## src/rtl/pwm_capture.sv

```systemverilog
// pwm_capture
//   Measures an external, asynchronous PWM signal. Reports the high time and
//   the period (rising edge to rising edge) of the last complete period in clk
//   cycles. A one-cycle strobe marks every update. A timeout flag is raised when
//   rising edges stop, and the pin level seen at that moment is latched so that
//   0% and 100% duty can be told apart.
// Ports
//   clk        in   1      system clock
//   rst        in   1      synchronous reset, active-high
//   en         in   1      capture enable; low forces IDLE
//   pwm_in     in   1      asynchronous PWM input
//   high_time  out  NBITS  high cycles of the last complete period
//   period     out  NBITS  cycles between the last two rising edges
//   valid      out  1      one-cycle pulse when high_time/period update
//   timeout    out  1      no rising edge for TIMEOUT cycles (held until next valid)
//   level      out  1      synchronised pin value latched at timeout
//   dbg_state  out  2      current FSM state (0 IDLE, 1 HIGH, 2 LOW)
module pwm_capture #(
  parameter int NBITS       = 16,
  parameter int SYNC_STAGES = 2,
  parameter int TIMEOUT     = 2**NBITS-1
) (
  input  logic             clk,
  input  logic             rst,
  input  logic             en,
  input  logic             pwm_in,
  output logic [NBITS-1:0] high_time,
  output logic [NBITS-1:0] period,
  output logic             valid,
  output logic             timeout,
  output logic             level,
  output logic [1:0]       dbg_state
);

  typedef enum logic [1:0] {
    ST_IDLE = 2'd0,
    ST_HIGH = 2'd1,
    ST_LOW  = 2'd2
  } state_t;

  localparam logic [NBITS-1:0] LP_TIMEOUT = NBITS'(TIMEOUT);
  localparam logic [NBITS-1:0] LP_ONE     = NBITS'(1);

  state_t                  r_state;
  state_t                  w_state_nxt;
  logic [SYNC_STAGES-1:0]  r_sync;
  logic                    r_prev;
  logic                    w_s;
  logic                    w_rise;
  logic                    w_fall;
  logic                    w_expired;
  logic [NBITS-1:0]        r_pcnt;
  logic [NBITS-1:0]        r_hcnt;
  logic [NBITS-1:0]        r_ht;
  logic [NBITS-1:0]        r_per;
  logic                    r_valid;
  logic                    r_timeout;
  logic                    r_level;
  logic [NBITS-1:0]        w_pcnt_nxt;
  logic [NBITS-1:0]        w_hcnt_nxt;
  logic [NBITS-1:0]        w_ht_nxt;
  logic [NBITS-1:0]        w_per_nxt;
  logic                    w_valid_nxt;
  logic                    w_timeout_nxt;
  logic                    w_level_nxt;

  // Synchroniser and edge detector keep sampling regardless of en.
  always_ff @(posedge clk) begin
    if (rst) begin
      r_sync <= '0;
      r_prev <= 1'b0;
    end else begin
      r_sync <= {r_sync[SYNC_STAGES-2:0], pwm_in};
      r_prev <= w_s;
    end
  end

  assign w_s    = r_sync[SYNC_STAGES-1];
  assign w_rise = w_s & ~r_prev;
  assign w_fall = ~w_s & r_prev;
  // A rising edge always wins over an expiring count.
  assign w_expired = !w_rise && (r_pcnt == LP_TIMEOUT);

  // State register
  always_ff @(posedge clk) begin
    if (rst) r_state <= ST_IDLE;
    else     r_state <= w_state_nxt;
  end

  // Next-state logic. A rise seen in HIGH (should not happen) follows the
  // LOW rule, i.e. it closes the period and starts a new HIGH.
  always_comb begin
    w_state_nxt = r_state;
    if (!en) begin
      w_state_nxt = ST_IDLE;
    end else begin
      case (r_state)
        ST_IDLE: if (w_rise) w_state_nxt = ST_HIGH;
        ST_HIGH: begin
          if (w_rise)         w_state_nxt = ST_HIGH;
          else if (w_expired) w_state_nxt = ST_IDLE;
          else if (w_fall)    w_state_nxt = ST_LOW;
        end
        ST_LOW: begin
          if (w_rise)         w_state_nxt = ST_HIGH;
          else if (w_expired) w_state_nxt = ST_IDLE;
        end
        default: w_state_nxt = ST_IDLE;
      endcase
    end
  end

  // Output / datapath logic. The rise cycle counts as the first high cycle;
  // the fall cycle counts toward the period only.
  always_comb begin
    w_pcnt_nxt    = r_pcnt;
    w_hcnt_nxt    = r_hcnt;
    w_ht_nxt      = r_ht;
    w_per_nxt     = r_per;
    w_valid_nxt   = 1'b0;
    w_timeout_nxt = r_timeout;
    w_level_nxt   = r_level;
    if (!en) begin
      w_pcnt_nxt    = '0;
      w_hcnt_nxt    = '0;
      w_timeout_nxt = 1'b0;
    end else if (r_state == ST_IDLE) begin
      if (w_rise) begin
        w_pcnt_nxt = LP_ONE;
        w_hcnt_nxt = LP_ONE;
      end
    end else if (w_rise) begin
      w_ht_nxt      = r_hcnt;
      w_per_nxt     = r_pcnt;
      w_valid_nxt   = 1'b1;
      w_timeout_nxt = 1'b0;
      w_pcnt_nxt    = LP_ONE;
      w_hcnt_nxt    = LP_ONE;
    end else if (w_expired) begin
      w_timeout_nxt = 1'b1;
      w_level_nxt   = w_s;
      w_pcnt_nxt    = '0;
      w_hcnt_nxt    = '0;
    end else begin
      w_pcnt_nxt = r_pcnt + LP_ONE;
      if (r_state == ST_HIGH && !w_fall) w_hcnt_nxt = r_hcnt + LP_ONE;
    end
  end

  always_ff @(posedge clk) begin
    if (rst) begin
      r_pcnt    <= '0;
      r_hcnt    <= '0;
      r_ht      <= '0;
      r_per     <= '0;
      r_valid   <= 1'b0;
      r_timeout <= 1'b0;
      r_level   <= 1'b0;
    end else begin
      r_pcnt    <= w_pcnt_nxt;
      r_hcnt    <= w_hcnt_nxt;
      r_ht      <= w_ht_nxt;
      r_per     <= w_per_nxt;
      r_valid   <= w_valid_nxt;
      r_timeout <= w_timeout_nxt;
      r_level   <= w_level_nxt;
    end
  end

  assign high_time = r_ht;
  assign period    = r_per;
  assign valid     = r_valid;
  assign timeout   = r_timeout;
  assign level     = r_level;
  assign dbg_state = r_state;

endmodule

```

## config.mk

```make
export PLATFORM = sky130hd
export DESIGN_NAME = pwm_capture
export DESIGN_NICKNAME = d
export VERILOG_FILES = /design/src/rtl/pwm_capture.sv
export SDC_FILE = /design/constraint.sdc
export NUM_CORES = 1
export LEC_CHECK = 0
export CAP_MARGIN = 20
export CORE_AREA = 2 2 86 88
export DETAILED_ROUTE_END_ITERATION = 8
export DIE_AREA = 0 0 88 90
export MAX_ROUTING_LAYER = met4
export PLACE_DENSITY = 0.68
export SYNTH_ARGS = -nofsm -noshare
export SYNTH_HDL_FRONTEND = slang
export SYNTH_SLANG_ARGS = --single-unit
```

## constraint.sdc

```tcl
create_clock -name clk -period 3.6 [get_ports clk]
set_clock_uncertainty 0.05 [all_clocks]
set_input_delay 0.36 -clock clk [delete_from_list [all_inputs] [get_ports clk]]
set_output_delay 0.36 -clock clk [all_outputs]
set_load 0.005 [all_outputs]
```

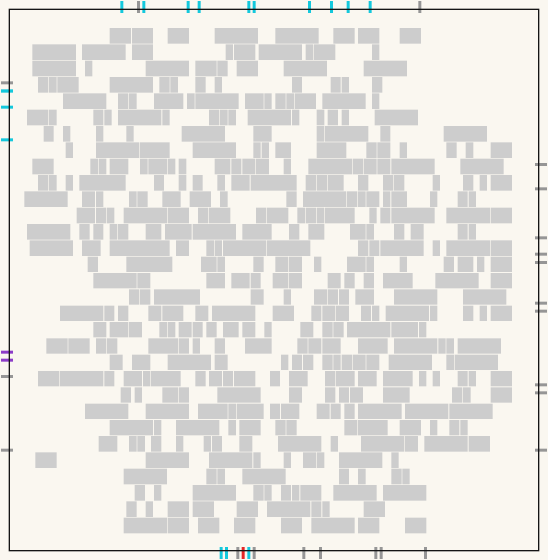
Fig. 1. Ports around the boundary (run 1).
Drawn at 6 px/um. Pins as bars across the die edge, other pins in gray.
dbg_state: shown in purple, pins 2, direction output, edge west. timeout: shown in red, pins 1, direction output, edge south. period: shown in cyan, pins 16, direction output, edge 10 north, 3 south, 3 west.
All pins by edge: 12 north, 11 south, 10 east, 8 west.

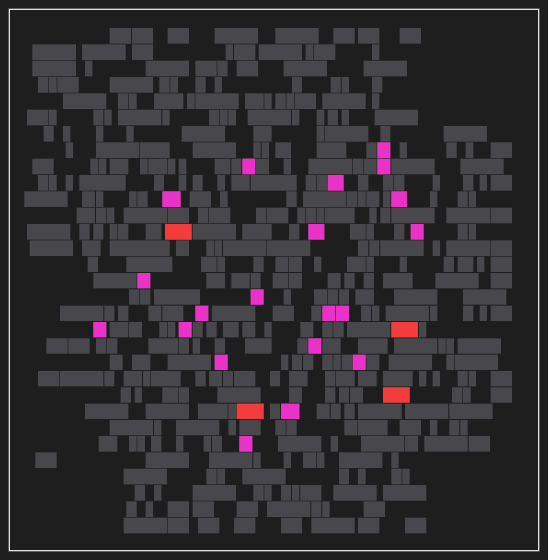
Fig. 2. Gate-type map (run 1).
Drawn at 6 px/um.
fa/ha/maj cells: shown in red, cells 4. and/or cells: shown in magenta, cells 20.

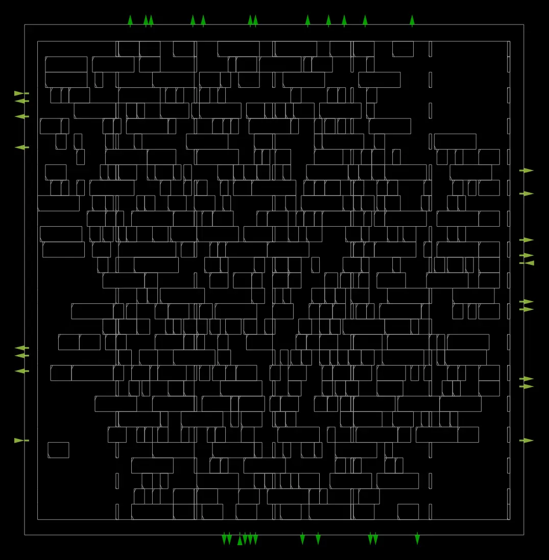
Fig. 3. Placement view (run 1).
flip-flops: 72
tapcell count: 99
core area: 7020 um^2
Final Non-Filler Cells: 518

==> impl_metrics.json, run 1 <==
{
  "most_common_cell": "nand2_1",
  "leakage_nw": 1.20,
  "seq_area_um2": 1440,
  "synth.avg_cell_area_um2": 8.29,
  "die_h_um": 90,
  "grt.met1_usage_pct": 29.0,
  "ios": 41,
  "cts_buffers": 9,
  "synthTopCellsByCount": "nand2_1 (75), dfxtp_1 (72), a21oi_1 (59)",
  "pre_cts_ws_ns": 1.14,
  "adder_share_pct": 1.57,
  "clk_latency_ns": 0.34,
  "logic_family": "simple AND/OR/NAND/NOR gates",
  "setup_ws_ns": 1.09,
  "wl_met3_um": 415,
  "highest_layer": "met4",
  "hold_violations": 0,
  "crit_family": "simple AND/OR/NAND/NOR gates",
  "logic_area_um2": 1610,
  "async_flop_share_pct": 0,
  "power_frac_comb_pct": 3.0,
  "vias": 2877,
  "grt.met2_usage_pct": 28.9,
  "p_seq_uw": 800,
  "cp-end-kind": "flop",
  "reg2reg_slack_ns": 1.09,
  "total_power_mw": 1.43,
  "ys_area_um2": 3190,
  "drive_gt1_share_pct": 7.16,
  "dominant-cell-class": "combinational gates",
  "ff2ff_path_depth": 6,
  "finalInstanceArea_um2": 3800,
  "utilization_pct": 54.1,
  "clock_sinks": 72,
  "vdd_drop_max_v": 0.000178,
  "grt_pass1_vias": 2562,
  "fmax_mhz": 398,
  "comb_cells": 284,
  "synth_cell_types": 51,
  "viasPerCell": 5.55,
  "wl_per_cell_um": 14.6,
  "critical_path_class": "reg2reg",
  "intPower_mw": 1.11,
  "top_area_cell": "dfxtp_1",
  "powerDensity_nw_per_um2": 376,
  "ant_nets": 0,
  "clockRootBuffer": "clkbuf_8",
  "cts_resized": 0,
  "ys_seq_elements": 72,
  "slowest_stage": "nor4_4",
  "cp-start-kind": "flop",
  "setup_viol": 0,
  "seq_power_share_pct": 55.9,
  "seq_share_pct": 37.9,
  "port_buffers": 40,
  "r2r-start": "r_pcnt[0]$_SDFFE_PP0P_",
  "clock_area_share_pct": 4.84,
  "fillCellCount": 711,
  "die-area_um2": 7920,
  "critPathBufInv": 0,
  "edf_count": 0,
  "clk_pin_slew_ns": 0.07,
  "buf_share_pct": 11.1,
  "dp_hpwl_um": 5250,
  "drt-total-wl_um": 7540,
  "pwr-share-clk_pct": 41.1,
  "post-synth-top-area-fraction_pct": 45.2,
  "timing.final.crit_share_pct": 69.7,
  "setup-tns-final_ns": 0,
  "hold_start": "r_sync[0]$_SDFF_PP0_",
  "h-tree-depth": 3,
  "critPathMaxStageDelay_ns": 0.73,
  "drv_cap": 0,
  "power_clock_uw": 588,
  "sh_comb_area_pct": 42.5,
  "critPathLaunch": "r_pcnt[0]$_SDFFE_PP0P_",
  "clockBufferCount": 13,
  "synthAoiAreaFrac_pct": 20.8,
  "drc": 0,
  "crit_arrival_ns": 2.65,
  "gr-total-overflow": 0,
  "placed_cell_area_um2": 3620,
  "inverters_excl_clock": 4,
  "slew_headroom_pct": 40.1,
  "status": "finished, final reports clean",
  "worst_pin_slew_ns": 0.899,
  "cts_tree": "done",
  "ys_seq_share_pct": 45.2,
  "dp.cells": 502,
  "wl_met1_um": 3530,
  "cts_max_path_buffers": 2,
  "gp_congestion": 0.921,
  "cts_hold_buf": 0,
  "cts_setup_buffers": 0,
  "drtPass1Iterations": 5,
  "finalCriticalPeriod_ns": 2.51,
  "slew_violations": 0,
  "warnings": 27,
  "grt_max_degree": 38,
  "busiest_layer": "met1",
  "crit_chain": "ha_1 > nand3_2 > nor4_4 > o31ai_1 > o21ai_0 > a21oi_1",
  "antenna_found_initial": 0,
  "track_usage_pct": 20.7,
  "p_sw_share_pct": 22.1,
  "num-nonclk-buffers": 43,
  "yosysCellCount": 385
}
-- run 1: worst max path at each step --
stage / slack, ns / endpoint / cells past startpoint
global route: 0.85 / r_hcnt[15]$_SDFFE_PP0P_ / 6
global placement: 1.16 / r_hcnt[14]$_SDFFE_PP0P_ / 6
detailed placement: 1.14 / r_hcnt[15]$_SDFFE_PP0P_ / 6
floorplan: 1.71 / r_pcnt[11]$_SDFFE_PP0P_ / 5
CTS: 1.11 / r_hcnt[12]$_SDFFE_PP0P_ / 6
finish: 1.09 / r_hcnt[12]$_SDFFE_PP0P_ / 6
-- run 1: registers in the layout, indices dropped and copies added, names as in the netlist --
register   cells
dbg_state      2
high_time     16
level          1
period        16
r_hcnt        16
r_pcnt        16
r_prev         1
r_sync         2
timeout        1
valid          1
==> run 2: changes to the inputs <==
- clock period: 3.6 -> 2.5 ns (I/O delays scaled with it)
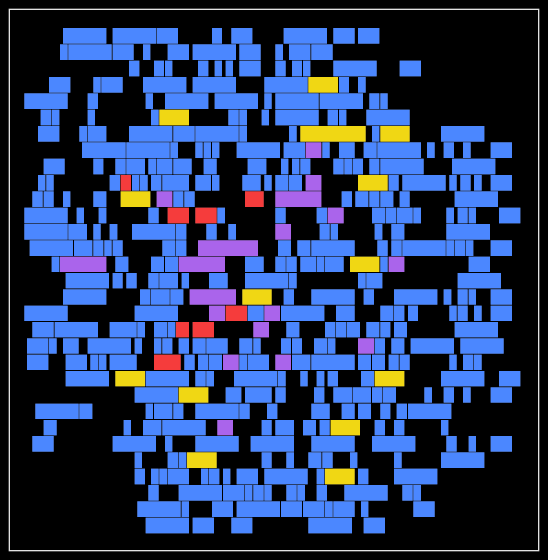
Fig. 4. Cell sizes after repair (run 2).
Drawn at 6 px/um.
x1 and smaller: shown in blue, cells 389, share 91%. x3 and x4: shown in purple, cells 18, share 4.2%. x6 and larger: shown in yellow, cells 14, share 3.3%. x2: shown in red, cells 8, share 1.9%.

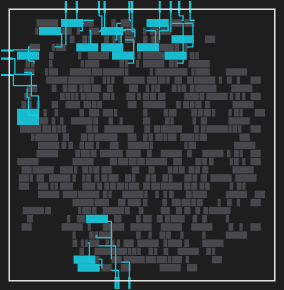
Fig. 5. Wires at chosen ports, followed through buffers (run 2).
Drawn at 3 px/um.
period: shown in cyan, bits 16, direction output, edge 10 north, 3 south, 3 west, end cells 16, buffers 16, wire 320 um.

==> run 2 against run 1 <==
  * Combinational power is 57% higher
  * Clock power is 67% higher
  * Flip-flop count stayed put
  * Utilization is 1.6 points higher
  * Non-clock buffer count is 10 higher
  * Power is 54% higher
  * Critical path depth is 1 lower
  * Synthesized cell count stayed put
  * Sequential share of layout area is 1.1 points lower
  * Critical endpoint is now r_pcnt[11]$_SDFFE_PP0P_
  * Highest routed layer unchanged
==> impl_metrics.json, run 2 <==
{
  "status": "finished, final reports clean",
  "finalCriticalPeriod_ns": 2.23,
  "grt_pass1_vias": 2614,
  "cts_tree": "done",
  "setup_viol": 0,
  "powerDensity_nw_per_um2": 563,
  "viasPerCell": 5.52,
  "ios": 41,
  "edf_count": 0,
  "cts_resized": 0,
  "ff2ff_path_depth": 5,
  "ys_seq_elements": 72,
  "synth_cell_types": 51,
  "grt_max_degree": 38,
  "finalInstanceArea_um2": 3910,
  "clk_latency_ns": 0.35,
  "die-area_um2": 7920,
  "pre_cts_ws_ns": 0.309,
  "track_usage_pct": 20.5,
  "utilization_pct": 55.7,
  "drv_cap": 0,
  "fmax_mhz": 448,
  "synthCells": 385,
  "clk_pin_slew_ns": 0.07,
  "cp-end-kind": "flop",
  "power_clock_uw": 983,
  "r2r-start": "r_pcnt[0]$_SDFFE_PP0P_",
  "yosysCellCount": 385,
  "cts_buffers": 9,
  "area_delta_synth_final_pct": 22.5,
  "drc": 0,
  "busiest_layer": "met2",
  "core_area_um2": 7020,
  "port_buffers": 40,
  "logic_family": "simple AND/OR/NAND/NOR gates",
  "cp-endpoint": "r_pcnt[11]$_SDFFE_PP0P_",
  "gp_congestion": 0.831,
  "pwr-share-clk_pct": 44.6,
  "synthAoiAreaFrac_pct": 20.8,
  "dp.cells": 512,
  "setup_ws_ns": 0.270,
  "h-tree-depth": 3,
  "wl_per_cell_um": 14.1,
  "intPower_mw": 1.74,
  "slew_violations": 0,
  "post-synth-top-area-fraction_pct": 45.2,
  "most_common_cell": "nand2_1",
  "reg2reg_slack_ns": 0.27,
  "clockRootBuffer": "clkbuf_8",
  "highest_layer": "met4",
  "vdd_drop_max_v": 0.000344,
  "worst_pin_slew_ns": 0.856,
  "placed_cell_area_um2": 3690,
  "timing.final.crit_share_pct": 89.2,
  "warnings": 27,
  "slew_headroom_pct": 42.7,
  "seq_power_share_pct": 52.3,
  "drtPass1Iterations": 4,
  "top_area_cell": "dfxtp_1",
  "setup-tns-final_ns": 0,
  "adder_share_pct": 1.57,
  "clock_sinks": 72,
  "async_flop_share_pct": 0,
  "cts_hold_buf": 0,
  "p_sw_share_pct": 21.0,
  "drt-total-wl_um": 7440,
  "ys_area_um2": 3190,
  "stdcell_count": 528,
  "cp-start-kind": "flop",
  "vias": 2914,
  "wl_met3_um": 370,
  "cts_max_path_buffers": 2,
  "power_frac_comb_pct": 3.1,
  "hold_violations": 0,
  "wl_met1_um": 3360,
  "cts_setup_buffers": 0,
  "total_power_mw": 2.20,
  "critical_path_class": "reg2reg",
  "p_seq_mw": 1.15,
  "leakage_nw": 1.27,
  "critPathLaunch": "r_pcnt[0]$_SDFFE_PP0P_",
  "grt.met2_usage_pct": 29.6,
  "antenna_found_initial": 0,
  "hold_start": "pwm_in",
  "ant_nets": 0,
  "ys_seq_share_pct": 45.2
}
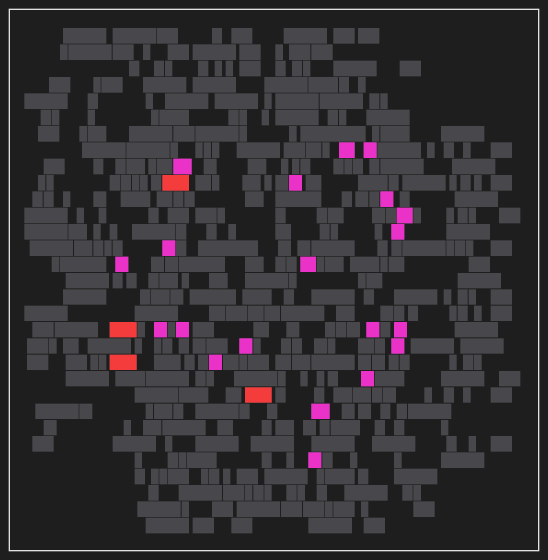
Fig. 6. Gate-type map (run 2).
Drawn at 6 px/um.
and/or cells: shown in magenta, cells 20. fa/ha/maj cells: shown in red, cells 4.

==> run 2: cell counts after synthesis <==
No cell type changed its count.
==> run 2: cell families (layout without fill, tap and decap cells) <==
kind of cell | count (synthesis) | in the layout
flops | 72 | 72
fa+ha+maj | 4 | 4
buf+inv | 29 | 73
mux | 3 | 3
compound gates | 108 | 108
simple gates | 167 | 167
xor+xnor | 2 | 2
==> run 2: area by class of cell <==
cell class / count / area [um^2]
timing repair buffer: 53 / 498
sequential: 72 / 1440
clock inverter: 2 / 35.0
multi-input combinational: 284 / 1610
fill: 677 / 3110
inverter: 4 / 15.0
tap: 99 / 124
clock buffer: 14 / 183
==> run 2: worst max-delay path: stages (launching register included) <==
cell     delay, ns
dfxtp_1       0.43
ha_1          0.25
nand3_2       0.25
o41ai_4       0.61
o21ai_0       0.23
a32o_1        0.30
==> run 3: changes to the inputs <==
--- a/config.mk
+++ b/config.mk
@@ -6,5 +6,5 @@
 export NUM_CORES = 1
 export LEC_CHECK = 0
-export CAP_MARGIN = 20
+export CAP_MARGIN = 10
 export CORE_AREA = 2 2 86 88
 export DETAILED_ROUTE_END_ITERATION = 8
==> constraint.sdc (replaced) <==
create_clock -name clk -period 2.5 [get_ports clk]
set_clock_uncertainty 0.05 [all_clocks]
set_input_delay 0.5 -clock clk [delete_from_list [all_inputs] [get_ports clk]]
set_output_delay 0.5 -clock clk [all_outputs]
set_load 0.005 [all_outputs]
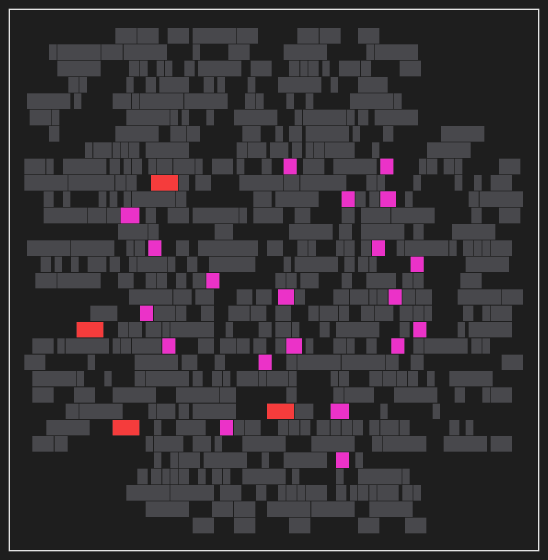
Fig. 7. Gate-type map (run 3).
Drawn at 6 px/um.
fa/ha/maj cells: shown in red, cells 4. and/or cells: shown in magenta, cells 20.

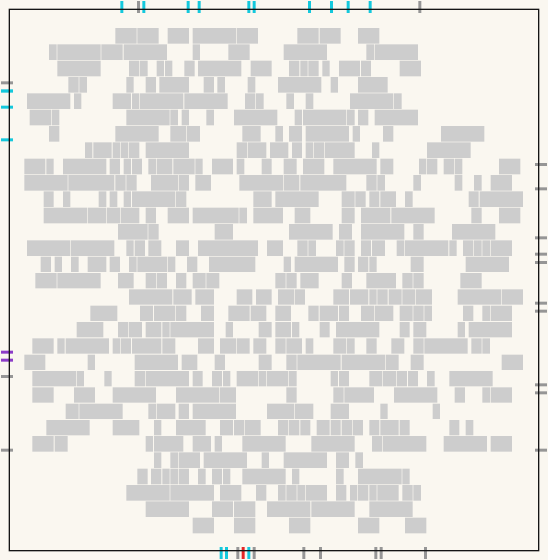
Fig. 8. Ports around the boundary (run 3).
Drawn at 6 px/um. Pins as bars across the die edge, other pins in gray.
dbg_state: shown in purple, pins 2, direction output, edge west. period: shown in cyan, pins 16, direction output, edge 10 north, 3 south, 3 west. timeout: shown in red, pins 1, direction output, edge south.
All pins by edge: 12 north, 11 south, 10 east, 8 west.

==> run 3 against run 2 <==
  * Fmax down 1.5%
  * Synthesized cell count unchanged
  * Register-to-register slack worse by 0.03 ns
  * Wire length up 3.2%
  * Clock-buffer cell count down 1
  * Power down 5.4%
  * Non-clock buffer count up 1
  * Synthesized area unchanged
  * Via count up 0.82%
  * Final cell count up 0.19%
  * Final area down 0.67%
  * Critical path type unchanged
  * Largest power group unchanged
==> impl_metrics.json, run 3 <==
{
  "top_area_cell": "dfxtp_1",
  "gr-total-overflow": 0,
  "flop_cell": "dfxtp_1",
  "seq_share_pct": 37.1,
  "critical_path_class": "reg2reg",
  "crit_arrival_ns": 2.45,
  "finalCriticalPeriod_ns": 2.26,
  "clock_sinks": 72,
  "die_x_um": 88,
  "setup_viol": 0,
  "reg2reg_slack_ns": 0.24,
  "mostFrequentLayoutCell": "nand2_1",
  "placed_cell_area_um2": 3700,
  "synthTopCellsByCount": "nand2_1 (75), dfxtp_1 (72), a21oi_1 (59)",
  "hold_start": "r_sync[0]$_SDFF_PP0_",
  "dp.cells": 513,
  "slowest_stage": "o41ai_4",
  "wl_per_cell_um": 14.5,
  "powerDensity_nw_per_um2": 537,
  "r2r-start": "r_pcnt[0]$_SDFFE_PP0P_",
  "grt_pass1_wl_um": 12900,
  "cts_buffers": 9,
  "synth_cell_types": 51,
  "setup-tns-final_ns": 0,
  "r2r_end": "r_hcnt[15]$_SDFFE_PP0P_",
  "total_power_mw": 2.08,
  "finalInstanceArea_um2": 3880,
  "cp_num_cells": 7,
  "seq_area_um2": 1440,
  "logic_area_um2": 1610,
  "ys_seq_share_pct": 45.2,
  "cts_hold_buf": 0,
  "drc": 0,
  "cts_resized": 0,
  "warnings": 27,
  "hp-class": "reg2reg",
  "ys_warn_count": 0,
  "drtPass1Iterations": 4,
  "cp-end-kind": "flop",
  "holdPathStages": 1,
  "nWellTaps": 99,
  "ys_sh_xor_pct": 0.549,
  "cp-start-kind": "flop",
  "crit_family": "AND-OR/OR-AND gates",
  "antenna_found_initial": 0,
  "fillCellCount": 664,
  "area_delta_synth_final_pct": 21.7,
  "clockRootBuffer": "clkbuf_8",
  "ff_count": 72,
  "comb_cells": 284,
  "finalNetCount": 433,
  "fmax_mhz": 442,
  "clk_latency_ns": 0.35,
  "dominant-cell-class": "combinational gates",
  "required_ns": 2.69,
  "die_h_um": 90,
  "hold_end": "r_sync[1]$_SDFF_PP0_",
  "critPathLaunch": "r_pcnt[0]$_SDFFE_PP0P_",
  "clk_pin_slew_ns": 0.07,
  "cts_max_path_buffers": 2,
  "grt_pass1_vias": 2735,
  "vias": 2938,
  "sh_comb_area_pct": 41.6,
  "cts_tree": "done",
  "vdd_drop_max_v": 0.000316,
  "initial_core_util_pct": 45.5,
  "core_area_um2": 7020,
  "ios": 41,
  "mux_share_pct": 0.941,
  "diodes": 0,
  "most-common-layout-cells": "nand2_1 (75), dfxtp_1 (72), a21oi_1 (59)",
  "synth.avg_cell_area_um2": 8.29,
  "leakage_nw": 1.26,
  "yosysCellCount": 385,
  "rows": 31,
  "edf_count": 0,
  "slew_headroom_pct": 44.5,
  "async_flop_share_pct": 0,
  "ys_sh_simple_pct": 26.7,
  "syn_nets": 393,
  "drtIter0Drc": 160,
  "drv_cap": 0,
  "grt_max_degree": 38,
  "area_leaders": "dfxtp_1 (45%), a21oi_1 (9.3%), nand2_1 (8.8%), nor2_1 (3.1%), o21ai_0 (2.7%)",
  "status": "finished, final reports clean",
  "critPathBufInv": 1,
  "cts_setup_buffers": 0,
  "dp_hpwl_um": 5250,
  "worst_pin_slew_ns": 0.830,
  "ys_area_um2": 3190,
  "gp_congestion": 0.890,
  "num-nonclk-buffers": 54,
  "ff2ff_path_depth": 7,
  "buf_share_pct": 13.0,
  "cp-endpoint": "r_hcnt[15]$_SDFFE_PP0P_",
  "critPathMaxStageDelay_ns": 0.61,
  "inverters_excl_clock": 4,
  "ys_seq_elements": 72,
  "slew_violations": 0,
  "die-area_um2": 7920,
  "viasPerCell": 5.55,
  "adder_share_pct": 1.57,
  "synthCells": 385,
  "ant_nets": 0,
  "timing.final.crit_share_pct": 90.5,
  "clockBufferCount": 13,
  "hold_violations": 0,
  "logic_family": "simple AND/OR/NAND/NOR gates",
  "track_usage_pct": 21.0,
  "drive_gt1_share_pct": 9.53,
  "crit_chain": "ha_1 > nand3_2 > o41ai_4 > buf_4 > a31oi_1 > o21ai_0 > a21oi_1",
  "cp_max_fo": 10,
  "synthAoiAreaFrac_pct": 20.8,
  "post-synth-top-area-fraction_pct": 45.2,
  "netlist_area_um2": 3190,
  "drt-total-wl_um": 7680,
  "clock_area_share_pct": 4.74,
  "most_common_cell": "nand2_1",
  "port_buffers": 40,
  "h-tree-depth": 3,
  "rsz0062_at_grt": "no"
}
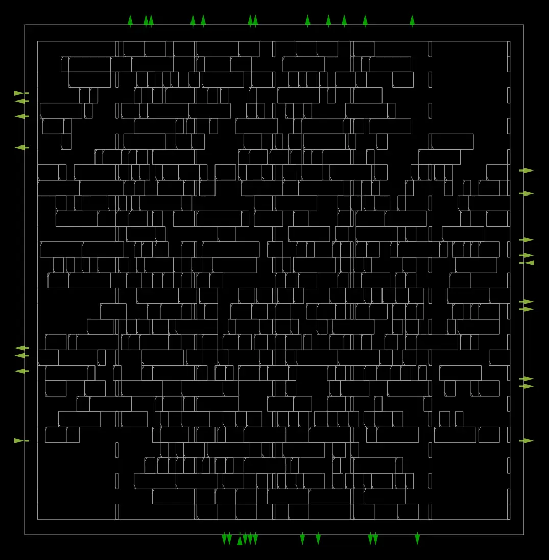
Fig. 9. Placement view (run 3).
Core Util, Final: 55.3%
Final Non-Filler Cells: 529

run 3: cell counts after synthesis:
No cell type changed its count.
run 3: stage by stage:
stage,hold WS (ns),worst slack (ns)
after floorplan,0.364,0.611
after global placement,0.375,0.399
after detailed placement,0.382,0.259
after CTS,0.394,0.243
after global routing,0.422,0.109
final,0.396,0.237
run 3: metal layers:
| layer | part of all wire [%] | global-route usage [%] |
|---|---|---|
| met1 | 45 | 26.7 |
| met2 | 47 | 32.6 |
| met3 | 6.0 | 3.67 |
| met4 | 2.0 | 9.10 |
| met5 | 0 | - |
run 3: report_power, final:
group,switching (mW),internal (mW)
Clock,0.426,0.437
Sequential,0.00293,1.15
Combinational,0.0459,0.0233
Total,0.474,1.61
Power is estimated from default activity; no workload was simulated.
